--- src/rtl/io_dma_pkg.sv ---
// rtl/io_dma_pkg.sv - shared state encoding and default constants for the IO DMA arbiter
package io_dma_pkg;

   typedef enum logic [1:0] {
      ST_IDLE   = 2'd0,
      ST_RUN    = 2'd1,
      ST_STREAM = 2'd2,
      ST_DONE   = 2'd3
   } dma_state_e;

   localparam int          DEF_ADDR_W    = 18;
   localparam int          DEF_DATA_W    = 8;
   localparam int          DEF_NUM_MMIO  = 2;
   localparam logic [17:0] DEF_MMIO_BASE = 18'h3D08D;
   localparam logic [17:0] DEF_OUT_BASE  = 18'h00000;
   localparam int          DEF_OUT_LEN   = 76800;
   localparam bit          DEF_LOOP      = 1'b0;

endpackage

--- src/rtl/io_skid_fifo.sv ---
// rtl/io_skid_fifo.sv - two-entry FIFO with synchronous flush
// Ports:
//   clk, rst              clock, asynchronous active-high reset
//   flush                 empties the FIFO on the next edge (wins over push/pop)
//   in_valid, in_data     write side; the caller guarantees space is available
//   out_valid, out_data   head of the FIFO
//   out_ready             pops the head when out_valid is high
//   count                 number of stored entries (0..2)
module io_skid_fifo #(
   parameter int DATA_W = 8
) (
   input  logic              clk,
   input  logic              rst,
   input  logic              flush,
   input  logic              in_valid,
   input  logic [DATA_W-1:0] in_data,
   output logic              out_valid,
   output logic [DATA_W-1:0] out_data,
   input  logic              out_ready,
   output logic [1:0]        count
);

   logic [DATA_W-1:0] slot [2];
   logic              wr_ptr;
   logic              rd_ptr;
   logic              push;
   logic              pop;

   assign out_valid = (count != 2'd0);
   assign out_data  = slot[rd_ptr];
   assign pop       = out_valid && out_ready;
   // A full FIFO can still accept a write in the cycle its head leaves.
   assign push      = in_valid && ((count != 2'd2) || pop);

   always_ff @(posedge clk or posedge rst) begin
      if (rst) begin
         wr_ptr <= 1'b0;
         rd_ptr <= 1'b0;
         count  <= 2'd0;
      end else if (flush) begin
         wr_ptr <= 1'b0;
         rd_ptr <= 1'b0;
         count  <= 2'd0;
      end else begin
         if (push) wr_ptr <= ~wr_ptr;
         if (pop)  rd_ptr <= ~rd_ptr;
         count <= count + {1'b0, push} - {1'b0, pop};
      end
   end

   always_ff @(posedge clk) begin
      if (push && !flush) slot[wr_ptr] <= in_data;
   end

endmodule

--- src/rtl/io_dma_arbiter.sv ---
// rtl/io_dma_arbiter.sv - CPU/stream memory arbiter with MMIO inputs and frame streaming
// Ports:
//   clk, rst                        clock, asynchronous active-high reset
//   start, abort                    run control (abort has priority)
//   cpu_done                        CPU completion flag, moves RUN to STREAM
//   cpu_addr/we/wdata, cpu_rdata    CPU data port; MMIO registers overlay memory
//   cpu_rst                         holds the CPU in reset outside RUN
//   mmio_in                         external input registers, register k in slice k
//   mem_addr/we/wdata, mem_rdata    memory port, read data one clock after address
//   out_valid/data/last, out_ready  streamed frame bytes
//   busy, done, state               status
module io_dma_arbiter
   import io_dma_pkg::*;
#(
   parameter int                ADDR_W    = DEF_ADDR_W,
   parameter int                DATA_W    = DEF_DATA_W,
   parameter int                NUM_MMIO  = DEF_NUM_MMIO,
   parameter logic [ADDR_W-1:0] MMIO_BASE = ADDR_W'(DEF_MMIO_BASE),
   parameter logic [ADDR_W-1:0] OUT_BASE  = ADDR_W'(DEF_OUT_BASE),
   parameter int                OUT_LEN   = DEF_OUT_LEN,
   parameter bit                LOOP      = DEF_LOOP
) (
   input  logic                       clk,
   input  logic                       rst,
   input  logic                       start,
   input  logic                       abort,
   input  logic                       cpu_done,
   input  logic [ADDR_W-1:0]          cpu_addr,
   input  logic                       cpu_we,
   input  logic [DATA_W-1:0]          cpu_wdata,
   output logic [DATA_W-1:0]          cpu_rdata,
   output logic                       cpu_rst,
   input  logic [NUM_MMIO*DATA_W-1:0] mmio_in,
   output logic [ADDR_W-1:0]          mem_addr,
   output logic                       mem_we,
   output logic [DATA_W-1:0]          mem_wdata,
   input  logic [DATA_W-1:0]          mem_rdata,
   output logic                       out_valid,
   output logic [DATA_W-1:0]          out_data,
   output logic                       out_last,
   input  logic                       out_ready,
   output logic                       busy,
   output logic                       done,
   output logic [1:0]                 state
);

   // One extra bit so a full 2**ADDR_W frame length is representable.
   localparam int CNT_W = ADDR_W + 1;

   dma_state_e        cur_state;
   dma_state_e        next_state;
   logic [CNT_W-1:0]  rd_idx;
   logic              rd_pending;
   logic              rd_pending_last;
   logic              rd_last;
   logic              rd_more;
   logic              issue;
   logic              flush;
   logic              pop;
   logic [1:0]        fifo_cnt;
   logic [1:0]        free_cnt;
   logic [DATA_W:0]   fifo_head;
   logic [ADDR_W-1:0] mmio_off;
   logic              mmio_hit;
   logic [DATA_W-1:0] mmio_sel;
   logic [ADDR_W-1:0] stream_addr;

   assign mmio_off = cpu_addr - MMIO_BASE;
   assign mmio_hit = (mmio_off < ADDR_W'(NUM_MMIO));

   always_comb begin
      mmio_sel = '0;
      for (int k = 0; k < NUM_MMIO; k++) begin
         if (mmio_off == ADDR_W'(k)) mmio_sel = mmio_in[k*DATA_W +: DATA_W];
      end
   end

   assign out_valid   = (fifo_cnt != 2'd0);
   assign out_data    = fifo_head[DATA_W-1:0];
   assign out_last    = out_valid && fifo_head[DATA_W];
   assign pop         = out_valid && out_ready;
   assign stream_addr = OUT_BASE + rd_idx[ADDR_W-1:0];
   assign rd_last     = (rd_idx == CNT_W'(OUT_LEN - 1));
   assign rd_more     = LOOP || (rd_idx < CNT_W'(OUT_LEN));

   // Space that will exist after this cycle's pop, less the read already in flight.
   assign free_cnt = 2'd2 - fifo_cnt + {1'b0, pop};
   assign issue    = (cur_state == ST_STREAM) && rd_more && (free_cnt > {1'b0, rd_pending});
   assign flush    = (next_state == ST_IDLE) || (next_state == ST_RUN);

   always_ff @(posedge clk or posedge rst) begin
      if (rst) cur_state <= ST_IDLE;
      else     cur_state <= next_state;
   end

   always_comb begin
      next_state = cur_state;
      cpu_rst    = 1'b1;
      mem_we     = 1'b0;
      mem_addr   = cpu_addr;
      cpu_rdata  = '0;
      unique case (cur_state)
         ST_IDLE: begin
            if (start) next_state = ST_RUN;
         end
         ST_RUN: begin
            cpu_rst   = 1'b0;
            mem_we    = cpu_we && !mmio_hit;
            cpu_rdata = mmio_hit ? mmio_sel : mem_rdata;
            if (cpu_done) next_state = ST_STREAM;
         end
         ST_STREAM: begin
            mem_addr = stream_addr;
            if (!LOOP && pop && out_last) next_state = ST_DONE;
         end
         ST_DONE: begin
            if (start) next_state = ST_RUN;
         end
         default: next_state = ST_IDLE;
      endcase
      if (abort) next_state = ST_IDLE;
   end

   always_ff @(posedge clk or posedge rst) begin
      if (rst) begin
         rd_idx          <= '0;
         rd_pending      <= 1'b0;
         rd_pending_last <= 1'b0;
      end else if (flush) begin
         rd_idx          <= '0;
         rd_pending      <= 1'b0;
         rd_pending_last <= 1'b0;
      end else begin
         rd_pending      <= issue;
         rd_pending_last <= issue && rd_last;
         if (issue) rd_idx <= (LOOP && rd_last) ? '0 : rd_idx + 1'b1;
      end
   end

   io_skid_fifo #(
      .DATA_W (DATA_W + 1)
   ) u_fifo (
      .clk       (clk),
      .rst       (rst),
      .flush     (flush),
      .in_valid  (rd_pending),
      .in_data   ({rd_pending_last, mem_rdata}),
      .out_valid (),
      .out_data  (fifo_head),
      .out_ready (out_ready),
      .count     (fifo_cnt)
   );

   assign mem_wdata = cpu_wdata;
   assign busy      = (cur_state == ST_RUN) || (cur_state == ST_STREAM);
   assign done      = (cur_state == ST_DONE);
   assign state     = cur_state;

endmodule
--- config.mk ---
export PLATFORM = sky130hd
export DESIGN_NAME = io_dma_arbiter
export DESIGN_NICKNAME = d
export VERILOG_FILES = /design/src/rtl/io_dma_pkg.sv /design/src/rtl/io_skid_fifo.sv /design/src/rtl/io_dma_arbiter.sv
export SDC_FILE = /design/constraint.sdc
export NUM_CORES = 1
export LEC_CHECK = 0
export CAP_MARGIN = 30
export CORE_ASPECT_RATIO = 1.4
export CORE_MARGIN = 2
export CORE_UTILIZATION = 41
export DETAILED_ROUTE_END_ITERATION = 7
export MAX_ROUTING_LAYER = met4
export PLACE_DENSITY_LB_ADDON = 0.15
export SETUP_SLACK_MARGIN = 0.2
export SLEW_MARGIN = 20
export SYNTH_ARGS = -nofsm -noshare
export SYNTH_HDL_FRONTEND = slang
export SYNTH_HIERARCHICAL = 1
export SYNTH_SLANG_ARGS = --single-unit
--- constraint.sdc ---
create_clock -name clk -period 2.5 [get_ports clk]
set_input_delay 0.375 -clock clk [delete_from_list [all_inputs] [get_ports clk]]
set_output_delay 0.375 -clock clk [all_outputs]
set_load 0.02 [all_outputs]
Fig. 1: run 1, sequential cells coloured by netlist name
(4 px per um)
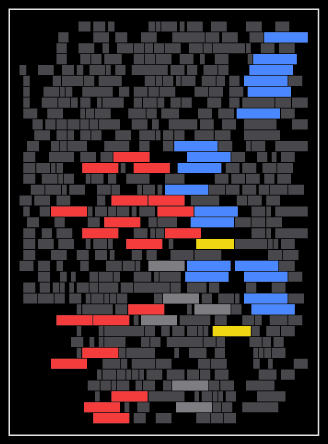
state -> yellow  # placed flops 2
rd_idx -> red  # placed flops 19
u_fifo/slot -> blue  # placed flops 18

Fig. 2: run 1, zoomed window
Window x 48 to 68, y 17 to 37 um. Cells in grey, sequential cells in the stronger grey; small squares are vias.
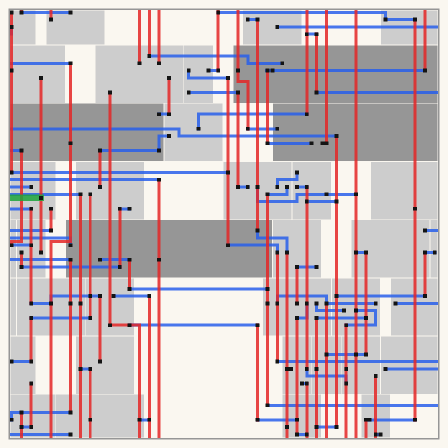
met1 -> blue
met3 -> green
met2 -> red
most frequent = buf_4 (6), clkdlybuf4s50_1 (3)
cells with their middle in the window = 32
netlist names of flops here include = u_fifo/slot (2)
sequential cells in the window = 4

Fig. 3: run 1, signal wires by layer
(4 px per um)
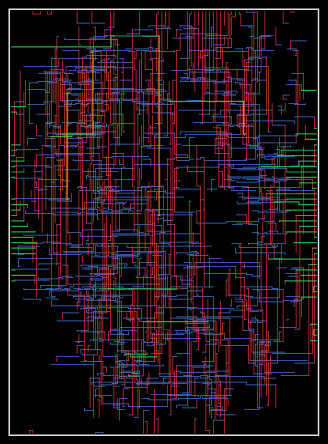
met3 -> green  # wire length 375 um
met2 -> red  # wire length 4,830 um
met1 -> blue  # wire length 3,510 um
met4 -> orange  # wire length 100 um

Fig. 4: run 1, clock network drawn from the DEF
(2 px per um)
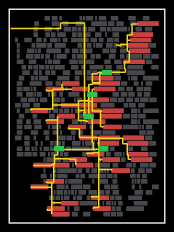
clock wires -> yellow  # length 544 um
flip-flops -> red  # count 45
cells driving clock nets -> green  # count 5
routed clock nets = 6

==> impl_report.txt, run 1 <==
PHYSICAL IMPLEMENTATION REPORT
----------------------------------------------------
[Critical path]
  Kind of critical path ........................ in2out
  Critical Path Start ........................ cpu_addr[4]
  Kind of capture point of the worst setup path ........................ output pin
  Worst setup path endpoint ........................ cpu_rdata[4]
  Reg-to-reg critical path startpoint ........................ u_fifo/count[0]
  CP required ........................ 2.12 ns
  Critical-path cell list ........................ buf_2 > or4_1 > o22ai_2 > mux2_4 > nand3_4 > nor4_4 > buf_4 > clkbuf_16 > mux2i_4 > buf_6
  Worst path top cell family by delay ........................ simple AND/OR/NAND/NOR gates
  Slack of the worst reg-to-reg path ........................ 0.15 ns
  Worst-case reg-to-reg path depth ........................ 12
  Worst R2R End ........................ rd_idx[9]

[Finish]
  Flip-flop count of the largest register after layout ........................ 19
  Number of non-clock buffers in the layout ........................ 153
  Mi-comb count ........................ 218
  Net count of the finished layout ........................ 507
  Count of inverters not on the clock network in the layout ........................ 16
  Proportion of cell area spent on the clock network ........................ 1.677%
  Most frequent cells in the layout ........................ buf_4, clkdlybuf4s50_1, nor2_1
  Regs by FF count ........................ rd_idx (19), u_fifo/slot (18)

[Global routing]
  Initial antenna violation count ........................ 0
  Total routing resource utilization after global routing ........................ 22.02%
  Most heavily used metal layer in global routing ........................ met2
  GRT overflow ........................ 0

[Timing]
  Final number of hold-violating endpoints ........................ 0
  Least-Margin Pin Slew ........................ 1.096 ns
  Setup violation total in the final timing report ........................ 9
  F_max ........................ 356.0 MHz
  Clock period minus worst slack ........................ 2.809 ns
  Sum of negative setup slack ........................ -2.558 ns
  Worst Slack Setup Final ........................ -0.3094 ns
  Worst hold slack ........................ 0.2946 ns
  Final worst clock skew ........................ 0.01058 ns
  Max Transition Viols Final ........................ 0

[Placement]
  Dpl cell area ........................ 4425 sq um
  DP Cell Count ........................ 506
  Minimum setup slack after placement ........................ -1.174 ns
  DPL Wire Length ........................ 6.415 mm

[Clock network]
  Post-cts repair resize count ........................ 155
  H-tree depth reported by CTS ........................ 2
  Num Clock Sinks ........................ 45
  CTS Buf Count ........................ 5
  Longest Clk Path Bufs ........................ 2

[Synth]
  Mapped Area ........................ 3054 sq um
  Synth Net Count ........................ 369
  Mean post-synth cell area ........................ 10.15 sq um
  Count of synthesis-stage warnings from yosys ........................ 6
  Gate count of the mapped netlist ........................ 301

[Detailed routing]
  Remaining number of nets flagged by the antenna check after routing ........................ 0
  Initial DRC count ........................ 137
  Met2 Wirelength ........................ 4.834 mm
  Detail Route met3 WL ........................ 374 um
  Total Wirelength ........................ 8.818 mm
  Post-route DRC ........................ 0
  Highest routed metal layer ........................ met4
  Count of vias placed by the detailed router ........................ 2,810
  Routed met1 length ........................ 3.509 mm
  Post-detailed-route wirelength per cell ........................ 16.42 um

[Floorplanning]
  Count of boundary I/O pins ........................ 107
  Chip height ........................ 106.1 um
  Width of the die ........................ 76.95 um
  Pre-Place Util ........................ 42.02%
  Die area ........................ 8165 sq um
  Well-Tap Cells ........................ 97

[Power]
  Leakage power total ........................ 0.002009 uW
  Seq power ........................ 810 uW
  Power density relative to cell area ........................ 465.1 nW/um^2

[Outcome]
  Violated checks ........................ negative setup slack
  Status ........................ complete, but fails checks

----------------------------------------------------
Fig. 5: run 1, routing congestion map
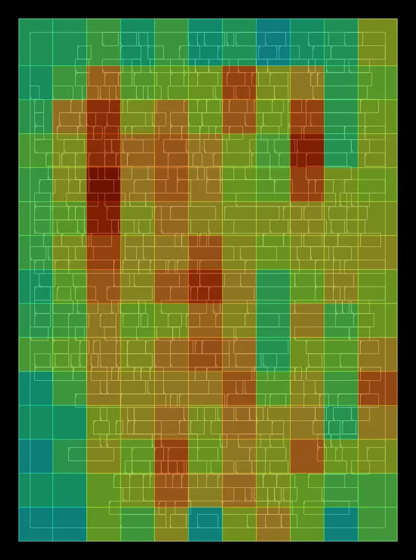

==> run 1 -> run 2 <==
--- a/config.mk
+++ b/config.mk
@@ -13,6 +13,7 @@
 export MAX_ROUTING_LAYER = met4
 export PLACE_DENSITY_LB_ADDON = 0.15
 export SETUP_SLACK_MARGIN = 0.2
+export SKIP_CTS_REPAIR_TIMING = 1
 export SLEW_MARGIN = 20
 export SYNTH_ARGS = -nofsm -noshare
 export SYNTH_HDL_FRONTEND = slang
Fig. 6: run 2, routing congestion map
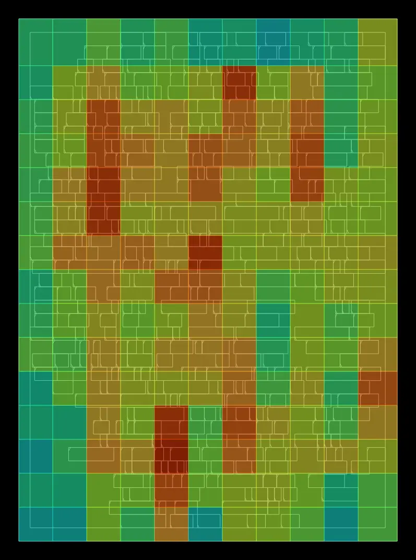
total routing resource utilization after global routing: 20.92%
post-detailed-route wirelength per cell: 16.44 um
fraction of met3 tracks used by global routing: 3.226%
most heavily used metal layer in global routing: met2

Fig. 7: run 2, sequential cells coloured by netlist name
(4 px per um)
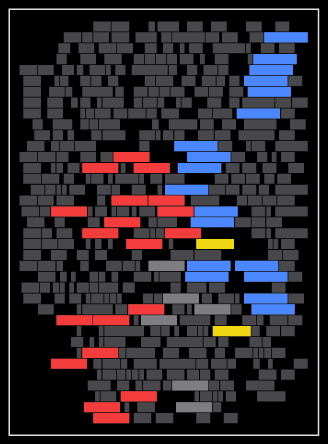
state -> yellow  # placed flops 2
rd_idx -> red  # placed flops 19
u_fifo/slot -> blue  # placed flops 18

==> run 2 against run 1 <==
  * The flow still finishes with violations (negative setup slack)
  * Wire length fell by 2.5%
  * Area after synthesis unchanged
  * Clock power about the same
  * Synthesized cell count is the same
  * Combinational power is essentially flat
  * Clock skew up 0.00050 ns
  * Sequential share of layout area hardly changed
  * Critical path depth did not move
  * Maximum frequency fell by 0.40%
  * Cell count shrank 2.6%
  * Critical path type unchanged
  * Largest power group unchanged
==> impl_report.txt, run 2 <==
PHYSICAL IMPLEMENTATION REPORT
----------------------------------------------------
[Outcome]
  Status ........................ complete, but fails checks
  Violated checks ........................ negative setup slack

[Finish]
  Number of non-clock buffers in the layout ........................ 139
  Net count of the finished layout ........................ 493
  Proportion of cell area spent on the clock network ........................ 1.675%
  Most flop-heavy register ........................ rd_idx
  Mi-comb count ........................ 218
  Most frequent cells in the layout ........................ clkdlybuf4s50_1, buf_4, dlymetal6s2s_1
  Final instance area ........................ 4931 sq um
  Count of inverters not on the clock network in the layout ........................ 16
  Flip-flop count of the largest register after layout ........................ 19
  Regs by FF count ........................ rd_idx (19), u_fifo/slot (18)

[Synth]
  Mapped Area ........................ 3054 sq um
  Gate count of the mapped netlist ........................ 301
  Synth Net Count ........................ 369
  Count of synthesis-stage warnings from yosys ........................ 6
  Mean post-synth cell area ........................ 10.15 sq um

[Detailed routing]
  Post-route DRC ........................ 0
  Detail Route met3 WL ........................ 354 um
  Total Wirelength ........................ 8.598 mm
  Initial DRC count ........................ 101
  Met2 Wirelength ........................ 4.623 mm
  Highest routed metal layer ........................ met4
  Remaining number of nets flagged by the antenna check after routing ........................ 0
  Routed met1 length ........................ 3.487 mm
  Count of vias placed by the detailed router ........................ 2,744

[Power]
  Leakage power total ........................ 0.002214 uW
  Seq power ........................ 812 uW
  Power density relative to cell area ........................ 459.4 nW/um^2
  Overall power of the completed layout ........................ 2265 uW
  Clock network fraction of design power ........................ 19.3%
  Top power group ........................ combinational logic
  Share of power burned in registers ........................ 35.8%

[Timing]
  Final cycle utilization of the critical path ........................ 112.8%
  Worst hold slack ........................ 0.2901 ns
  Final worst clock skew ........................ 0.01108 ns
  Clock period minus worst slack ........................ 2.821 ns
  F_max ........................ 354.5 MHz
  Setup violation total in the final timing report ........................ 9
  Final number of hold-violating endpoints ........................ 0
  Worst Slack Setup Final ........................ -0.3207 ns
  Sum of negative setup slack ........................ -2.606 ns
  Max Transition Viols Final ........................ 0
  Least-Margin Pin Slew ........................ 1.095 ns

[Critical path]
  Worst-case reg-to-reg path depth ........................ 11
  Highest-delay cell along the critical path ........................ or3_4
  Worst path top cell family by delay ........................ simple AND/OR/NAND/NOR gates
  Reg-to-reg critical path startpoint ........................ u_fifo/count[1]
  Critical-path cell list ........................ dlymetal6s2s_1 > or3_4 > o21ai_0 > a21oi_1 > xnor2_1 > nor4_4 > buf_4 > buf_12 > mux2i_4 > buf_6
  Slack of the worst reg-to-reg path ........................ 0.01 ns
  CP required ........................ 2.12 ns
  Worst R2R End ........................ rd_idx[3]
  Kind of capture point of the worst setup path ........................ output pin
  Kind of critical path ........................ in2out
  Worst setup path endpoint ........................ cpu_rdata[0]
  Critical Path Start ........................ cpu_addr[6]

[Floorplanning]
  Width of the die ........................ 76.95 um
  Well-Tap Cells ........................ 97
  Count of boundary I/O pins ........................ 107
  Die area ........................ 8165 sq um
  Chip height ........................ 106.1 um
  Pre-Place Util ........................ 42.02%

[Clock network]
  Clock-pin slew of the registers on the worst-case setup and hold paths ........................ 0.09 ns
  CTS Buf Count ........................ 5
  Num Clock Sinks ........................ 45
  H-tree depth reported by CTS ........................ 2
  Longest Clk Path Bufs ........................ 2

[Placement]
  Minimum setup slack after placement ........................ -1.174 ns
  Dpl cell area ........................ 4425 sq um
  DP Cell Count ........................ 506
  DPL Wire Length ........................ 6.415 mm

[Global routing]
  GRT overflow ........................ 0
  Initial antenna violation count ........................ 0

----------------------------------------------------
Fig. 8: run 2, zoomed window
Window x 48 to 68, y 17 to 37 um. Cells in grey, sequential cells in the stronger grey; small squares are vias.
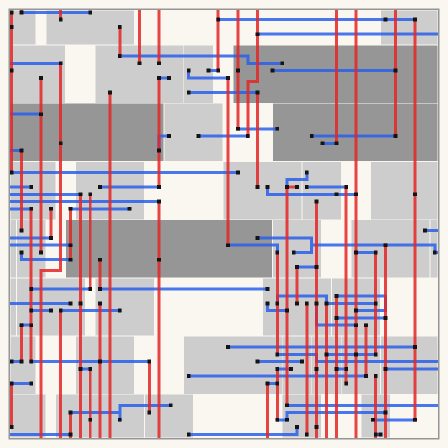
met2 -> red
met1 -> blue
netlist names of flops here include = u_fifo/slot (2)
sequential cells in the window = 4
most frequent = buf_4 (4), clkdlybuf4s50_1 (3)
cells with their middle in the window = 32

No activity file was given, so power comes from the tool's default toggle rates.
